--- config.mk ---
export PLATFORM = sky130hd
export DESIGN_NAME = booth_seq_multiplier
export DESIGN_NICKNAME = d
export VERILOG_FILES = /design/src/rtl/booth_seq_multiplier.sv
export SDC_FILE = /design/constraint.sdc
export NUM_CORES = 1
export LEC_CHECK = 0
export ABC_AREA = 1
export CAP_MARGIN = 30
export CORE_MARGIN = 4
export CORE_UTILIZATION = 60
export CTS_BUF_LIST = sky130_fd_sc_hd__clkbuf_4 sky130_fd_sc_hd__clkbuf_8
export CTS_CLUSTER_DIAMETER = 30
export DETAILED_ROUTE_END_ITERATION = 16
export GPL_TIMING_DRIVEN = 0
export PLACE_DENSITY = 0.82
export RECOVER_POWER = 50
export SYNTH_ARGS = -nofsm -noshare
export SYNTH_HDL_FRONTEND = slang
export SYNTH_SLANG_ARGS = --single-unit
--- constraint.sdc ---
create_clock -name clk -period 10.55 [get_ports clk]
set_clock_uncertainty 0.1 [all_clocks]
set_input_delay 3.165 -clock clk [delete_from_list [all_inputs] [get_ports clk]]
set_output_delay 3.165 -clock clk [all_outputs]
set_load 0.005 [all_outputs]
--- src/rtl/booth_seq_multiplier.sv ---
// Iterative radix-4 Booth multiplier: one partial product per RUN cycle,
// accumulated into a double-width product, with valid/ready on both sides.
module booth_seq_multiplier #(
    parameter int WIDTH = 32
) (
    input  logic                 clk,
    input  logic                 rst,
    input  logic                 in_valid,
    output logic                 in_ready,
    input  logic [WIDTH-1:0]     A,
    input  logic [WIDTH-1:0]     B,
    input  logic                 is_signed,
    output logic                 out_valid,
    input  logic                 out_ready,
    output logic [2*WIDTH-1:0]   P,
    output logic                 busy
);
    localparam int NDIG = (WIDTH + 2) / 2;
    localparam int PW   = 2 * WIDTH;
    localparam int CW   = $clog2(NDIG + 1);
    localparam logic [CW-1:0] LAST = CW'(NDIG - 1);

    typedef enum logic [1:0] {IDLE, RUN, DONE} state_t;

    state_t            state, state_nxt;
    logic [PW-1:0]     a_sh, acc, pp, acc_sum;
    logic [WIDTH+2:0]  b_sh;   // bit 0 is the implicit B[-1]
    logic [CW-1:0]     cnt;
    logic              accept, last;

    assign accept    = in_valid && in_ready;
    assign last      = (cnt == LAST);
    assign in_ready  = (state == IDLE);
    assign out_valid = (state == DONE);
    assign busy      = (state != IDLE);

    always_ff @(posedge clk or posedge rst) begin
        if (rst) state <= IDLE;
        else     state <= state_nxt;
    end

    always_comb begin
        state_nxt = state;
        case (state)
            IDLE:    if (accept) state_nxt = RUN;
            RUN:     if (last) state_nxt = DONE;
            DONE:    if (out_ready) state_nxt = IDLE;
            default: state_nxt = IDLE;
        endcase
    end

    // Operands shift instead of indexing by 2i: the current triple is always
    // b_sh[2:0] and a_sh already carries the 2i weighting.
    always_comb begin
        pp = '0;
        case (b_sh[2:0])
            3'b001, 3'b010: pp = a_sh;
            3'b011:         pp = a_sh << 1;
            3'b100:         pp = -(a_sh << 1);
            3'b101, 3'b110: pp = -a_sh;
            default:        pp = '0;
        endcase
    end

    assign acc_sum = acc + pp;

    always_ff @(posedge clk or posedge rst) begin
        if (rst) begin
            a_sh <= '0;
            b_sh <= '0;
            acc  <= '0;
            cnt  <= '0;
            P    <= '0;
        end else if (accept) begin
            a_sh <= is_signed ? {{WIDTH{A[WIDTH-1]}}, A} : {{WIDTH{1'b0}}, A};
            b_sh <= {{2{is_signed & B[WIDTH-1]}}, B, 1'b0};
            acc  <= '0;
            cnt  <= '0;
        end else if (state == RUN) begin
            acc  <= acc_sum;
            a_sh <= a_sh << 2;
            b_sh <= b_sh >> 2;
            cnt  <= cnt + CW'(1);
            if (last) P <= acc_sum;
        end
    end
endmodule

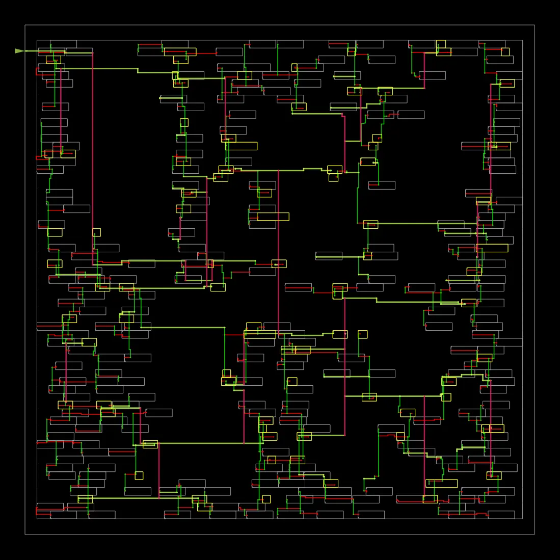
Figure 1: run 1, clock wiring as the flow saved it.
Num Clock Sinks: 233
registers: 233
Insertion Delay late pin: 0.61 ns

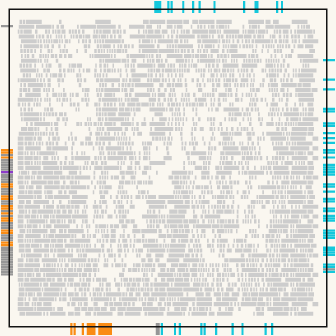
Figure 2: run 1, pin map.
Pins as bars across the die edge, other pins in grey.
colour	port	pins	direction	edge
cyan	`P`	64	output	39 east, 15 north, 10 south
purple	`in_ready`	1	output	west
orange	`A`	32	input	16 south, 16 west
Die Y: 177 um
port bufs: 135
width of the die: 177 um

==> impl_metrics.csv, run 1 <==
group,metric,value,unit
synth,yosysSeqAreaShare,34.2,%
final_timing,finalHoldViolations,0,
setup_path,critPathCaptureType,"flop",
final_layout,syn2layout_area_growth,17.9,%
cts,post_cts.resized_instances,0,
setup_path,crit_family,"AND-OR/OR-AND gates",
worst_hold_path,holdCritStartpoint,"P[57]$_DFFE_PP0P_",
global_route,grt_pass1_wl,102000,um
final_timing,max_freq,173,MHz
cts,clockBufferDepth,3,
cts,post_cts_buffers,0,
setup_path,crit_start,"b_sh[1]$_DFFE_PP0P_",
global_route,grt_max_degree,90,
synth,synthesis.area,17100,um^2
flow_run,drv_cap,1,
final_layout,finalNetCount,2848,
final_layout,drive_above_1_share,5.20,%
synth,yosysChipArea,17100,um^2
setup_path,crit_chain,"inv_1, nand2_1, nand2_1, nor2_1, inv_1, clkbuf_1, o21ai_0, a21oi_1, o21ai_0, ha_1, a21oi_1, o21ai_0, a21oi_1, nand2_1, a21oi_1, o21ai_0, nand2_1, nand3_1, nand2_1",
floorplanning,core-area,27900,um^2
setup_path,path_buffers,3,
drt,vias,19600,
setup_path,cp.required,10.98,ns
status,status,"finished with violations",
cts,htree_num_levels,2,
setup_path,path_max_fanout,10,
worst_hold_path,hp-class,"reg -> reg",
cts,numCtsBuffers,51,
final_timing,slew-limit-headroom,-128,%
setup_path,crit_cells,19,
cts,holdBufCountCts,0,
synth,ys.flops,233,
synth,ys_types,52,
synth,synth_nets,2657,
status,violations,"max-capacitance violations, max-slew violations",
synth,edf_count,0,
final_timing,period_used_share,54.7,%
global_route,gr-total-overflow,0,
setup_path,start_kind,"flop",
setup_path,rr_worst_depth,19,
drt,drt_iter0_markers,2806,
drt,firstDrtPassIters,9,
setup_path,crit_type,"reg -> reg",
synth,syn_inst,2521,
final_timing,setup_tns,0,ns
synth,syn_avg_cell_area,6.77,um^2
floorplanning,fp_util,61.1,%
final_layout,n_fill_cell,2266,
place,place_congestion,1.09,
synth,ff_type,"dfrtp_1",
drt,drc_errors,0,
final_timing,timing.hold.ws,0.376,ns
cts,root_buffer,"clkbuf_8",
global_route,antenna_found_initial,0,
final_timing,finalCriticalPeriod,5.77,ns
flow_run,warning_count,27,
setup_path,max_stage_delay,0.94,ns
place,hpwl,51700,um
floorplanning,pin_count,136,
cts,cts_tree,"done",
synth,ys_cells,2521,
final_timing,worstMarginPinSlew,3.40,ns
synth,synth_async_sr_flop_share,100,%
setup_path,reg2reg_from,"b_sh[1]$_DFFE_PP0P_",
final_timing,setup_slack,4.78,ns
final_timing,setup_violations,0,
setup_path,timing.rr.end,"P[39]$_DFFE_PP0P_",
drt,routed_via_density,6.25,
synth,ys_warn_count,0,
setup_path,arrival,6.20,ns
setup_path,crit_path_top_delay_cell,"nor2_1",
setup_path,cpMostUsedCell,"nand2_1",
cts,clk_pin_slew,0.06,ns
floorplanning,fp.dieArea,31200,um^2
final_timing,rsz0062_at_grt,"false",
setup_path,crit_end,"P[39]$_DFFE_PP0P_",
floorplanning,rows,61,
drt,antenna_left,0,
global_route,grt_pass1_vias,18700,
setup_path,reg2reg_setup_slack,4.78,ns
place,place_ws,4.92,ns
final_timing,drv_slew,70,
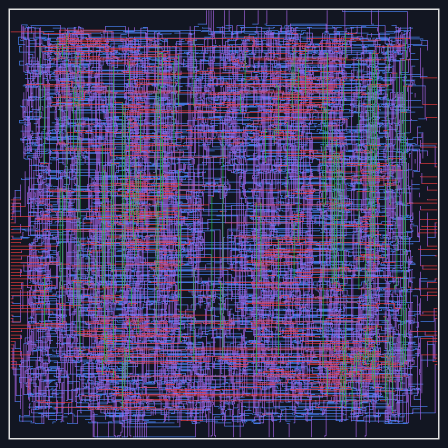
Figure 3: run 1, wiring by layer.
colour	layer	wire length
purple	metal 2	29.4 mm
blue	metal 1	25.4 mm
green	metal 4	4200 um
red	metal 3	8060 um
WL per Instance: 21.4 um
Total GRT Usage: 42.1%
WL final: 67000 um

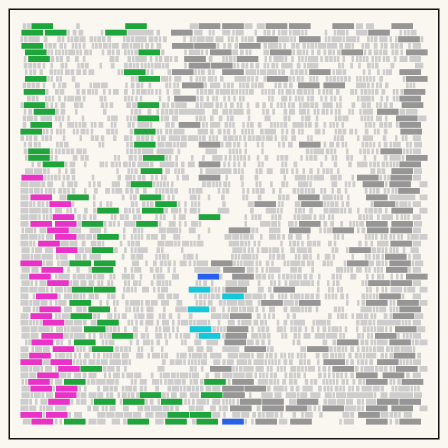
Figure 4: run 1, where the registers sit.
Other sequential cells in the stronger grey, the rest of the logic in the fainter grey.
colour	netlist name	flops
green	`a_sh`	64
blue	`state`	2
cyan	`cnt`	5
magenta	`b_sh`	34
not coloured	128
final core occ: 72.0%
sequential cell area share: 29.0%
FF/Latch Area: 5830 um^2

-- run 1: synthesized netlist by cell type, types with 31 or more instances --
master | n | area share, %
nor2_1 | 294 | 6.5
inv_1 | 276 | 6.1
clkbuf_1 | 64 | 1.4
xor2_1 | 52 | 2.7
o221ai_1 | 31 | 1.6
dfrtp_1 | 233 | 34
a21oi_1 | 101 | 3.0
nand4_1 | 33 | 1.2
o21ai_0 | 211 | 6.2
ha_1 | 66 | 4.8
nand2_1 | 693 | 15
nand3_1 | 198 | 5.8
-- run 1: kinds of logic after synthesis --
logic type / count (synthesis) / share of synthesized area [%]
adders and majority gates: 67 / 4.96
xor gates and xnor gates: 68 / 3.49
and+or+nand+nor: 1305 / 32.4
buffers and inverters: 372 / 8.28
AOI/OAI and AO/OA: 476 / 16.7
DFF: 233 / 34.2
-- run 1: tightest hold or removal path: stages, from the launching register on --
cell	delay, ns
dfrtp_1	0.34
nand2_1	0.05
nand2_1	0.06
-- run 1: cell type report --
class / instances / area (um^2) / share of cell area (%)
clock inverters: 26 / 333 / 1.65
repair buffers: 138 / 1410 / 7.03
clock buffers: 63 / 836 / 4.16
diodes: 1 / 2.50 / 0.0124
plain buffers: 84 / 330 / 1.64
flip-flops and latches: 233 / 5830 / 29.0
multi-input cells: 1916 / 9810 / 48.8
inverters: 288 / 1080 / 5.39
well taps: 378 / 473 / 2.35
-- run 1: registers in the layout, summed over array words and instances (netlist names) --
name / cells
cnt: 5
b_sh: 34
acc: 64
P: 64
state: 2
a_sh: 64
-- run 1: through the flow --
step	std cells	area (um^2)	utilization [%]
2_1_floorplan	2521	17100	-
3_3_place_gp	3034	18900	67.6
3_5_place_dp	3037	19000	67.9
4_1_cts	3126	20100	72.0
5_1_grt	3126	20100	72.0
6_report	3127	20100	72.0
-- run 1: how the worst min path moves through the flow --
stage | endpoint | slack [ns] | cells after the start
6_report | P[57]$_DFFE_PP0P_ | 0.38 | 2
5_1_grt | P[57]$_DFFE_PP0P_ | 0.40 | 2
4_1_cts | P[2]$_DFFE_PP0P_ | 0.38 | 2
3_5_place_dp | P[20]$_DFFE_PP0P_ | 0.37 | 2
3_3_place_gp | P[1]$_DFFE_PP0P_ | 0.36 | 2
2_1_floorplan | b_sh[33]$_DFFE_PP0P_ | 0.35 | 2
-- run 1: routing by layer --
metal | wire [um] | global-route usage (%) | part of all wire [%]
met1 | 25400 | 53.6 | 38
met2 | 29400 | 66.1 | 44
met3 | 8060 | 10.9 | 12
met4 | 4200 | 22.2 | 6.3
met5 | 0 | 0 | 0
-- run 1: layout by cell type (no fill, tap or decap), drive strengths merged, types with 52 or more instances in the layout --
cell type | netlist | final
nand2 | 696 | 696
nor2 | 306 | 306
inv | 287 | 288
dfrtp | 233 | 233
o21ai | 218 | 218
nand3 | 200 | 200
clkbuf | 64 | 127
clkdlybuf4s50 | 0 | 125
a21oi | 101 | 101
ha | 66 | 66
xor2 | 52 | 52
==> run 1 -> run 2 <==
--- a/config.mk
+++ b/config.mk
@@ -8,12 +8,12 @@
 export ABC_AREA = 1
 export CAP_MARGIN = 30
 export CORE_MARGIN = 4
-export CORE_UTILIZATION = 60
+export CORE_UTILIZATION = 55
 export CTS_BUF_LIST = sky130_fd_sc_hd__clkbuf_4 sky130_fd_sc_hd__clkbuf_8
 export CTS_CLUSTER_DIAMETER = 30
 export DETAILED_ROUTE_END_ITERATION = 16
 export GPL_TIMING_DRIVEN = 0
-export PLACE_DENSITY = 0.82
+export PLACE_DENSITY = 0.79
 export RECOVER_POWER = 50
 export SYNTH_ARGS = -nofsm -noshare
 export SYNTH_HDL_FRONTEND = slang
==> constraint.sdc (replaced) <==
create_clock -name clk -period 5.05 [get_ports clk]
set_clock_uncertainty 0.1 [all_clocks]
set_input_delay 1.515 -clock clk [delete_from_list [all_inputs] [get_ports clk]]
set_output_delay 1.515 -clock clk [all_outputs]
set_load 0.005 [all_outputs]
==> run 2 against run 1 <==
Compared with the run above:
- the run still ends with max-capacitance violations, max-slew violations left
- die area grew 8.7%
- flip-flop count is the same
- via count shrank 1.7%
- final cell count grew 0.93%
- synthesized cell count is the same
- worst setup slack lost 4.7 ns
- sequential share of layout area shrank 0.21 points
- critical path depth is the same
- wire length grew 0.90%
- core utilization shrank 5.8 points
==> impl_metrics.csv, run 2 <==
group,metric,value,unit
flow_run,warning_count,27,
cts,clk_pin_slew,0.06,ns
drt,firstDrtPassIters,6,
final_timing,setup_slack,0.0975,ns
place,port_buffers,135,
floorplanning,pin_count,136,
synth,synthTopLogicFamily,"simple AND/OR/NAND/NOR gates",
place,dp.cells,3059,
final_layout,finalNetCount,2855,
synth,edf_count,0,
worst_hold_path,hold_depth,2,
final_timing,finalCriticalPeriod,4.95,ns
drt,vias,19200,
global_route,grt_pass1_vias,18400,
synth,ys_warn_count,0,
final_layout,final_cell_mix,"692 x nand2_1, 290 x nor2_1, 278 x inv_1",
setup_path,cp.required,5.51,ns
final_timing,max_freq,202,MHz
floorplanning,fp_util,55.8,%
drt,routed_via_density,6.09,
flow_run,drv_cap,3,
synth,ys_sh_adder,4.96,%
global_route,antenna_found_initial,0,
setup_path,arrival,5.41,ns
final_timing,setup_violations,0,
floorplanning,core-area,30600,um^2
final_timing,drv_slew,64,
final_layout,layout_top_cell,"nand2_1",
synth,aoi_share,16.7,%
final_timing,slew-limit-headroom,-32.8,%
synth,syn_avg_cell_area,6.77,um^2
setup_path,crit_type,"reg -> reg",
status,violations,"max-capacitance violations, max-slew violations",
final_timing,setup_tns,0,ns
global_route,grt_pass1_wl,103000,um
synth,synth_async_sr_flop_share,100,%
cts,numCtsBuffers,53,
synth,ys_cells,2521,
cts,holdBufCountCts,0,
final_timing,finalHoldViolations,0,
setup_path,rr_worst_depth,19,
global_route,gr-total-overflow,0,
drt,drt_iter0_markers,2334,
synth,synthesis.area,17100,um^2
synth,top_area_share,34.2,%
place,place_congestion,1.06,
synth,ys_types,52,
synth,common_cells,"693 x nand2_1, 294 x nor2_1, 276 x inv_1",
synth,yosysChipArea,17100,um^2
synth,synth_nets,2657,
synth,synth-xor-area-share,3.49,%
cts,clockBufferDepth,3,
final_layout,n_fill_cell,2729,
cts,cts_tree,"done",
drt,wirelength,67600,um
cts,htree_num_levels,2,
setup_path,path_max_fanout,10,
final_layout,final_cell_area,20300,um^2
final_timing,worstMarginPinSlew,1.99,ns
place,place_ws,0.106,ns
synth,ys.flops,233,
global_route,grt_max_degree,45,
setup_path,critPathCaptureType,"flop",
final_layout,drive_above_1_share,5.94,%
cts,clkLatencyLatePin,0.68,ns
place,dpl-instance-area,19000,um^2
synth,simple_gate_area_share,32.4,%
cts,clkSinkCount,233,
synth,synthTopCellsByArea,"dfrtp_1 34%, nand2_1 15%, nor2_1 6.5%, o21ai_0 6.2%, inv_1 6.1%",
floorplanning,rows,64,
synth,ff_type,"dfrtp_1",
final_layout,syn2layout_area_growth,18.8,%
drt,wl_per_cell,21.4,um
drt,drc_errors,0,
place,hpwl,53700,um
final_layout,largestRegisters,"P: 64 flops, a_sh: 64 flops, acc: 64 flops",
synth,yosysTopAreaCell,"dfrtp_1",
worst_hold_path,hp-class,"reg -> reg",
synth,yosysMostFrequentCell,"nand2_1",
floorplanning,fp.dieArea,33900,um^2
drt,antenna_left,0,
cts,root_buffer,"clkbuf_8",
synth,mux_area_share,0,%
synth,yosysSeqAreaShare,34.2,%
status,status,"finished with violations",
global_route,grtUsageTotal,39.3,%
final_layout,fin_cells,3156,
setup_path,start_kind,"flop",
final_timing,period_used_share,98.1,%
synth,syn_inst,2521,
==> run 2: per-stage QoR <==
| step | hold slack [ns] | utilization, % |
|---|---|---|
| 2_1_floorplan | 0.353 | - |
| 3_3_place_gp | 0.358 | 61.8 |
| 3_5_place_dp | 0.365 | 62.3 |
| 4_1_cts | 0.379 | 66.2 |
| 5_1_grt | 0.400 | 66.2 |
| 6_report | 0.375 | 66.3 |
==> run 2: final timing paths <==
path	startpoint	end	slack [ns]
min reg2reg	P[46]$_DFFE_PP0P_	P[46]$_DFFE_PP0P_	0.37
min	P[46]$_DFFE_PP0P_	P[46]$_DFFE_PP0P_	0.37
max reg2reg	b_sh[1]$_DFFE_PP0P_	P[32]$_DFFE_PP0P_	0.1
max	b_sh[1]$_DFFE_PP0P_	P[32]$_DFFE_PP0P_	0.1
min in group asynchronous	rst	acc[10]$_DFFE_PP0P_	1.55
max in group asynchronous	rst	P[59]$_DFFE_PP0P_	0.49
==> run 2: critical path, stage by stage (launching register included) <==
cell	delay, ns
dfrtp_1	0.36
inv_1	0.07
nand2_1	0.09
nand2_1	0.11
nor2_1	0.75
clkbuf_1	0.62
a221oi_1	0.21
o21ai_0	0.29
ha_1	0.40
a21oi_1	0.25
o21ai_0	0.21
a21oi_1	0.30
nand2_1	0.24
nand2_1	0.11
nand2_1	0.12
nand2_1	0.09
nand2_1	0.06
or2_1	0.23
nand3_1	0.15
nand2_1	0.08
==> run 2: repair_timing <==
action | 4_1_cts | 5_1_grt
endpoints found under the setup margin | 0 | 40
buffers inserted | 0 | 1
gates resized | 0 | 22
endpoints found under the hold margin | 0 | 0
==> run 2: kinds of logic (layout without fill, tap and decap cells) <==
kind of cell,count (synthesis),after routing
adders and majority gates,67,67
other,0,1
and+or+nand+nor,1305,1305
buffers and inverters,372,610
AOI/OAI and AO/OA,476,476
xor gates and xnor gates,68,68
DFF,233,233
==> run 2: area by class of cell <==
type                       count  area (um^2)  area share (%)
timing repair buffer         143         1430            7.06
sequential                   233         5830            28.8
clock inverter                29          344            1.70
tap                          396          495            2.44
clock buffer                  66          858            4.24
inverter                     288         1080            5.35
antenna                        1         2.50          0.0123
buffer                        84          325            1.61
multi-input combinational   1916         9890            48.8
==> run 2: routing by layer <==
metal / wire, um / part of all wire [%] / track usage [%] / up-vias
li1: - / - / - / 8786
met1: 27200 / 40 / 52.1 / 9012
met2: 29300 / 43 / 60.1 / 1192
met3: 7320 / 11 / 9.95 / 239
met4: 3800 / 5.6 / 19.2 / 0
met5: 0 / 0 / 0 / -
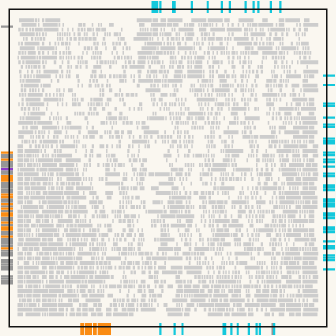
Figure 5: run 2, pin map.
Pins as bars across the die edge, other pins in grey.
colour	port	pins	direction	edge
purple	`in_ready`	1	output	west
orange	`A`	32	input	16 south, 16 west
cyan	`P`	64	output	37 east, 16 north, 11 south
width of the die: 184 um
Die Y: 184 um

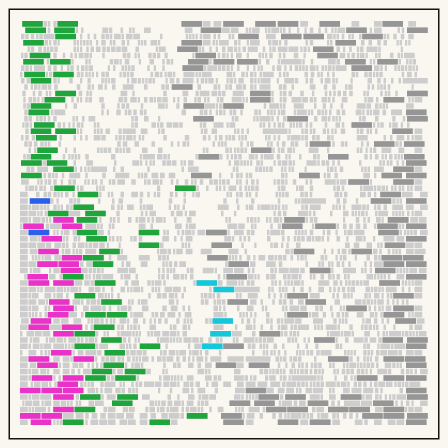
Figure 6: run 2, where the registers sit.
Other sequential cells in the stronger grey, the rest of the logic in the fainter grey.
colour	netlist name	flops
cyan	`cnt`	5
blue	`state`	2
green	`a_sh`	64
magenta	`b_sh`	34
not coloured	128
sequential cell area share: 28.8%
final core occ: 66.3%

